$ cat config.mk
export PLATFORM = sky130hd
export DESIGN_NAME = hazard_stall_unit
export DESIGN_NICKNAME = d
export VERILOG_FILES = /design/src/rtl/pipe_pkg.sv /design/src/rtl/md_busy_counter.sv /design/src/rtl/hazard_stall_unit.sv
export SDC_FILE = /design/constraint.sdc
export NUM_CORES = 1
export LEC_CHECK = 0
export ABC_AREA = 0
export CORE_MARGIN = 2
export CORE_UTILIZATION = 40
export DETAILED_ROUTE_END_ITERATION = 6
export PLACE_DENSITY = 0.72
export SYNTH_ARGS = -nofsm -noshare
export SYNTH_HDL_FRONTEND = slang
export SYNTH_SLANG_ARGS = --single-unit
$ cat constraint.sdc
create_clock -name clk -period 4.6 [get_ports clk]
set_clock_uncertainty 0.2 [all_clocks]
set_input_delay 1.38 -clock clk [delete_from_list [all_inputs] [get_ports clk]]
set_output_delay 1.38 -clock clk [all_outputs]
set_load 0.02 [all_outputs]
$ cat src/rtl/pipe_pkg.sv
// Shared definitions for the ID-stage hazard/stall logic.
package pipe_pkg;

  typedef enum logic {
    RUN   = 1'b0,
    HOLD2 = 1'b1
  } hz_state_e;

  localparam logic [4:0] REG_ZERO      = 5'd0;
  localparam int         MD_CYCLES_DEF = 32;

endpackage

$ cat src/rtl/md_busy_counter.sv
// Mult/div occupancy timer: loads on an accepted start, counts down to zero.
module md_busy_counter #(
  parameter int MD_CYCLES = 32,
  parameter int MD_CNT_W  = 6
) (
  input  logic clk,
  input  logic reset,
  input  logic start,
  output logic md_busy
);

  logic [MD_CNT_W-1:0] md_cnt_q, md_cnt_d;

  always_comb begin
    md_cnt_d = md_cnt_q;
    if (md_cnt_q != '0)
      md_cnt_d = md_cnt_q - 1'b1;
    else if (start)
      md_cnt_d = MD_CNT_W'(MD_CYCLES - 1);
  end

  always_ff @(posedge clk) begin
    if (reset) md_cnt_q <= '0;
    else       md_cnt_q <= md_cnt_d;
  end

  assign md_busy = (md_cnt_q != '0);

endmodule

$ cat src/rtl/hazard_stall_unit.sv
// ID-stage hazard detection: load-use, branch operand and mult/div stalls.
// state | meaning
// RUN   | normal issue; stall only on a detected hazard
// HOLD2 | second stall cycle for a branch that depends on a load
module hazard_stall_unit
  import pipe_pkg::*;
#(
  parameter int MD_CYCLES = MD_CYCLES_DEF,
  parameter int MD_CNT_W  = 6,
  parameter int STAT_W    = 32
) (
  input  logic              clk,
  input  logic              reset,
  input  logic [4:0]        id_instr_rs,
  input  logic [4:0]        id_instr_rt,
  input  logic              id_uses_rt,
  input  logic              id_is_branch,
  input  logic              id_branch_taken,
  input  logic              id_md_start,
  input  logic              id_reads_hilo,
  input  logic              id_ex_mem_read,
  input  logic              id_ex_reg_write,
  input  logic [4:0]        id_ex_write_reg_addr,
  output logic              pc_write,
  output logic              if_id_write,
  output logic              id_ex_bubble,
  output logic              if_id_flush,
  output logic              md_busy,
  output logic [STAT_W-1:0] stall_cycles
);

  hz_state_e         state_q, state_d;
  logic [STAT_W-1:0] stall_cycles_q, stall_cycles_d;
  logic              match_rs, match_rt, load_use, br_alu, br_load, md_hz;
  logic              stall;

  always_comb begin
    match_rs = (id_ex_write_reg_addr != REG_ZERO) && (id_ex_write_reg_addr == id_instr_rs);
    match_rt = (id_ex_write_reg_addr != REG_ZERO) && id_uses_rt
               && (id_ex_write_reg_addr == id_instr_rt);
    load_use = id_ex_mem_read && (match_rs || match_rt);
    br_alu   = id_is_branch && id_ex_reg_write && !id_ex_mem_read && (match_rs || match_rt);
    br_load  = id_is_branch && load_use;
    md_hz    = md_busy && (id_md_start || id_reads_hilo);
  end

  always_comb begin
    state_d = state_q;
    stall   = 1'b0;
    unique case (state_q)
      RUN: begin
        stall = load_use || br_alu || md_hz;
        if (br_load) state_d = HOLD2;
      end
      HOLD2: begin
        stall   = 1'b1;
        state_d = RUN;
      end
      default: state_d = RUN;
    endcase
  end

  // Reset looks like a permanent stall to the pipeline and never flushes.
  always_comb begin
    pc_write     = !stall;
    if_id_write  = !stall;
    id_ex_bubble = stall;
    if_id_flush  = id_is_branch && id_branch_taken && !stall;
    if (reset) begin
      pc_write     = 1'b0;
      if_id_write  = 1'b0;
      id_ex_bubble = 1'b1;
      if_id_flush  = 1'b0;
    end
  end

  always_comb begin
    stall_cycles_d = stall_cycles_q;
    if (stall && (stall_cycles_q != '1))
      stall_cycles_d = stall_cycles_q + 1'b1;
  end

  always_ff @(posedge clk) begin
    if (reset) begin
      state_q        <= RUN;
      stall_cycles_q <= '0;
    end else begin
      state_q        <= state_d;
      stall_cycles_q <= stall_cycles_d;
    end
  end

  // A stalled (bubbled) mult/div must not start the unit.
  md_busy_counter #(
    .MD_CYCLES (MD_CYCLES),
    .MD_CNT_W  (MD_CNT_W)
  ) u_md_busy_counter (
    .clk     (clk),
    .reset   (reset),
    .start   (id_md_start && !stall),
    .md_busy (md_busy)
  );

  assign stall_cycles = stall_cycles_q;

endmodule
==> results.ini <==
[outcome]
run_status = complete, no violations

[logic_synthesis]
synthMostInstantiatedCell = nor2_1
synthFlopType = dfxtp_1
syn_area_mm2 = 0.00207
yosys_register_bits = 39
synth_cell_types = 34
synth-seq-area-share = 0.377
postSynthAreaPerCell_um2 = 8.31
ys_top_cells_by_count = nor2_1, dfxtp_1, xor2_1, nand2_1, nand4_1
edf_count = 0
ys_async_sr_fraction = 0
fp_nets = 276
area_leaders = dfxtp_1, xor2_1, nor2_1

[clocking]
numCtsBuffers = 5
cts-root-buf = clkbuf_8
clk_latency_ns = 0.29
clock-sinks = 39
cts_buffer_depth = 2
holdBufCountCts = 0
clk_pin_slew_ns = 0.07
cts_setup_buffers = 0
cts_tree = yes

[final_layout]
layout.cells.non_filler = 386
stdcell_area_mm2 = 0.00290
fin_util = 0.575
nNetsFinal = 343
n_antenna_cell = 0

[min_path]
holdPathEnd = stall_cycles[1]
hold_start = stall_cycles[1]
hold_class = flip-flop to flip-flop
hold_path_depth = 2

[detailed_routing]
first_iter_violations = 81
wirelength_um = 4740
dr_total_vias = 1934
drc = 0
dr.pass1.iters = 4
vias_per_cell = 5.01
wire_per_inst_um = 12.3

[floorplan]
chipArea_mm2 = 0.00576
io_pins = 61
die_h_um = 75.9
core_area_mm2 = 0.00504

[final_timing]
setup_tns_ns = 0
post-route-period-util = 0.987
fin_crit_ns = 4.54
hold_slack_ns = 0.292
hold_viol = 0
relSlewSlack = 0.634
final-setup-viol-count = 0

[global_routing]
grt_first_pass_wirelength_um = 8020
grt.total_usage = 0.166
grt_pass1_vias = 1799
overflow = 0
grt_max_degree = 43

[critical_path]
crit_type = input pin to output pin
r2r_slack_ns = 1.74
start_kind = input pin
critPathCaptureType = output pin
worstPathCellList = clkdlybuf4s50_1 -> xor2_1 -> nor4_2 -> a32oi_2 -> o21ai_4 -> nor2_4 -> buf_4 -> buf_4
critPathLaunch = id_instr_rt[4]
cp_common_cell = buf_4
endpoint = pc_write
r2r_start = stall_cycles[21]
slowest_delay_ns = 0.42
path_max_fanout = 3
worstPathRequired_ns = 3.02
reg2reg_depth = 7
slowest_stage = clkdlybuf4s50_1

[placement]
hpwl_um = 3430
place_inst = 379
gp_congestion = 0.758
io_buffer_count = 60
dpl_cell_area_mm2 = 0.00279

[power]
p_leak_uw = 0.00109
p_total_uw = 968
ir_worst_vdd_uv = 204
power_density_mw_per_mm2 = 334

[run]
cap_violations = 0

-- cell type report --
cell class                      instances  area [µm²]
Fill cell                             480        2140
Multi-Input combinational cell        196        1270
Sequential cell                        39         781
Timing Repair Buffer                   69         658
Tap cell                               70        87.6
Clock buffer                            6        82.6
Inverter                                5        18.8
Clock inverter                          1        5.00
-- worst max-delay path, delay by kind of cell --
family | cells | cell delay (ns)
xor+xnor | 1 | 0.16
compound gates | 2 | 0.40
simple gates | 2 | 0.30
buf+inv | 3 | 0.70
-- per-layer routing --
layer	global-route usage	vias to the layer above	wire, µm
met5	0	-	0
met4	0.0382	0	36
met3	0.0512	4	301
met2	0.277	58	2260
met1	0.210	866	2140
li1	-	1006	-
-- cell usage in the layout, fill, tap and decap left out, types with 6 or more instances in the layout --
master | synthesis | layout
nand2_1 | 16 | 16
clkbuf_8 | 0 | 6
a21oi_1 | 8 | 8
clkdlybuf4s50_1 | 0 | 49
nor2_1 | 40 | 38
buf_4 | 1 | 11
nand4_1 | 15 | 15
xor2_1 | 33 | 33
nor3_1 | 12 | 12
nand3_1 | 14 | 14
and3_1 | 9 | 8
dfxtp_1 | 39 | 39
-- kinds of logic after synthesis --
family / after synthesis / share of synthesized area
compound gates: 19 / 0.0599
mux: 4 / 0.0212
flops: 39 / 0.377
fa+ha+maj: 3 / 0.0182
xor+xnor: 37 / 0.157
buf+inv: 14 / 0.0284
simple gates: 133 / 0.338
-- report_power, final --
group	switching, µW	internal, µW	total (µW)	leakage [µW]
Sequential	27.4	371	398	0.000316
Clock	117	118	234	0.0000470
Combinational	188	147	336	0.000729
-- sequential cells by signal, summed over array words and instances, names as in the netlist --
| name | count |
|---|---|
| stall_cycles | 32 |
| state_q | 1 |
| u_md_busy_counter.md_cnt_q | 6 |
Figure 1. Supply network.
Pins as bars on the die edge.
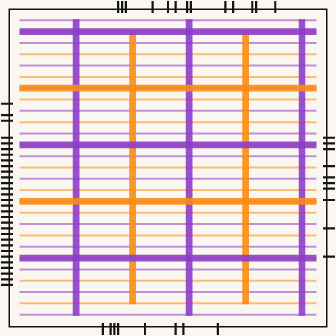
color	net
orange	VDD
purple	VSS
met4 straps	5
met5 straps	5
rows	26
met1 rails	27

Figure 2. Placement by cell class.
Bar = 20 µm.
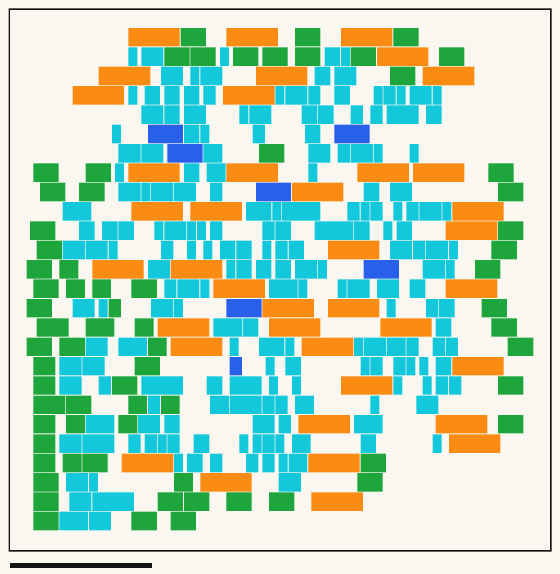
color	class	cells	share of their area
green	other buffers and delay cells	69	23%
cyan	combinational and other logic	201	46%
blue	clock drivers and dummy loads	7	3.1%
orange	flops	39	28%

Figure 3. Routed clock nets over the placement.
Bar = 20 µm.
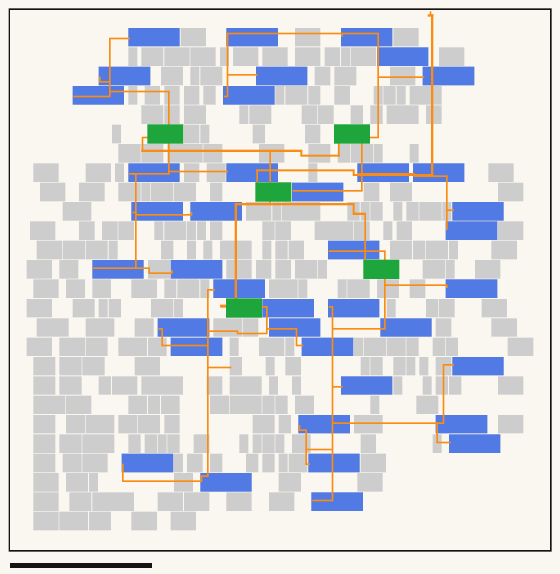
[blue] flip-flops | count: 39
[orange] clock wires | length: 507 µm
[green] clock drivers | count: 5
routed clock nets	6

Figure 4. Metal layers overlaid.
Only two layers are drawn.
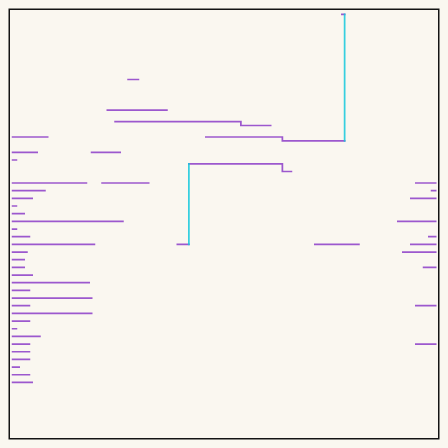
color	layer	wire length
cyan	metal 4	36.7 µm
purple	metal 3	302 µm

Power is estimated from default activity; no workload was simulated.
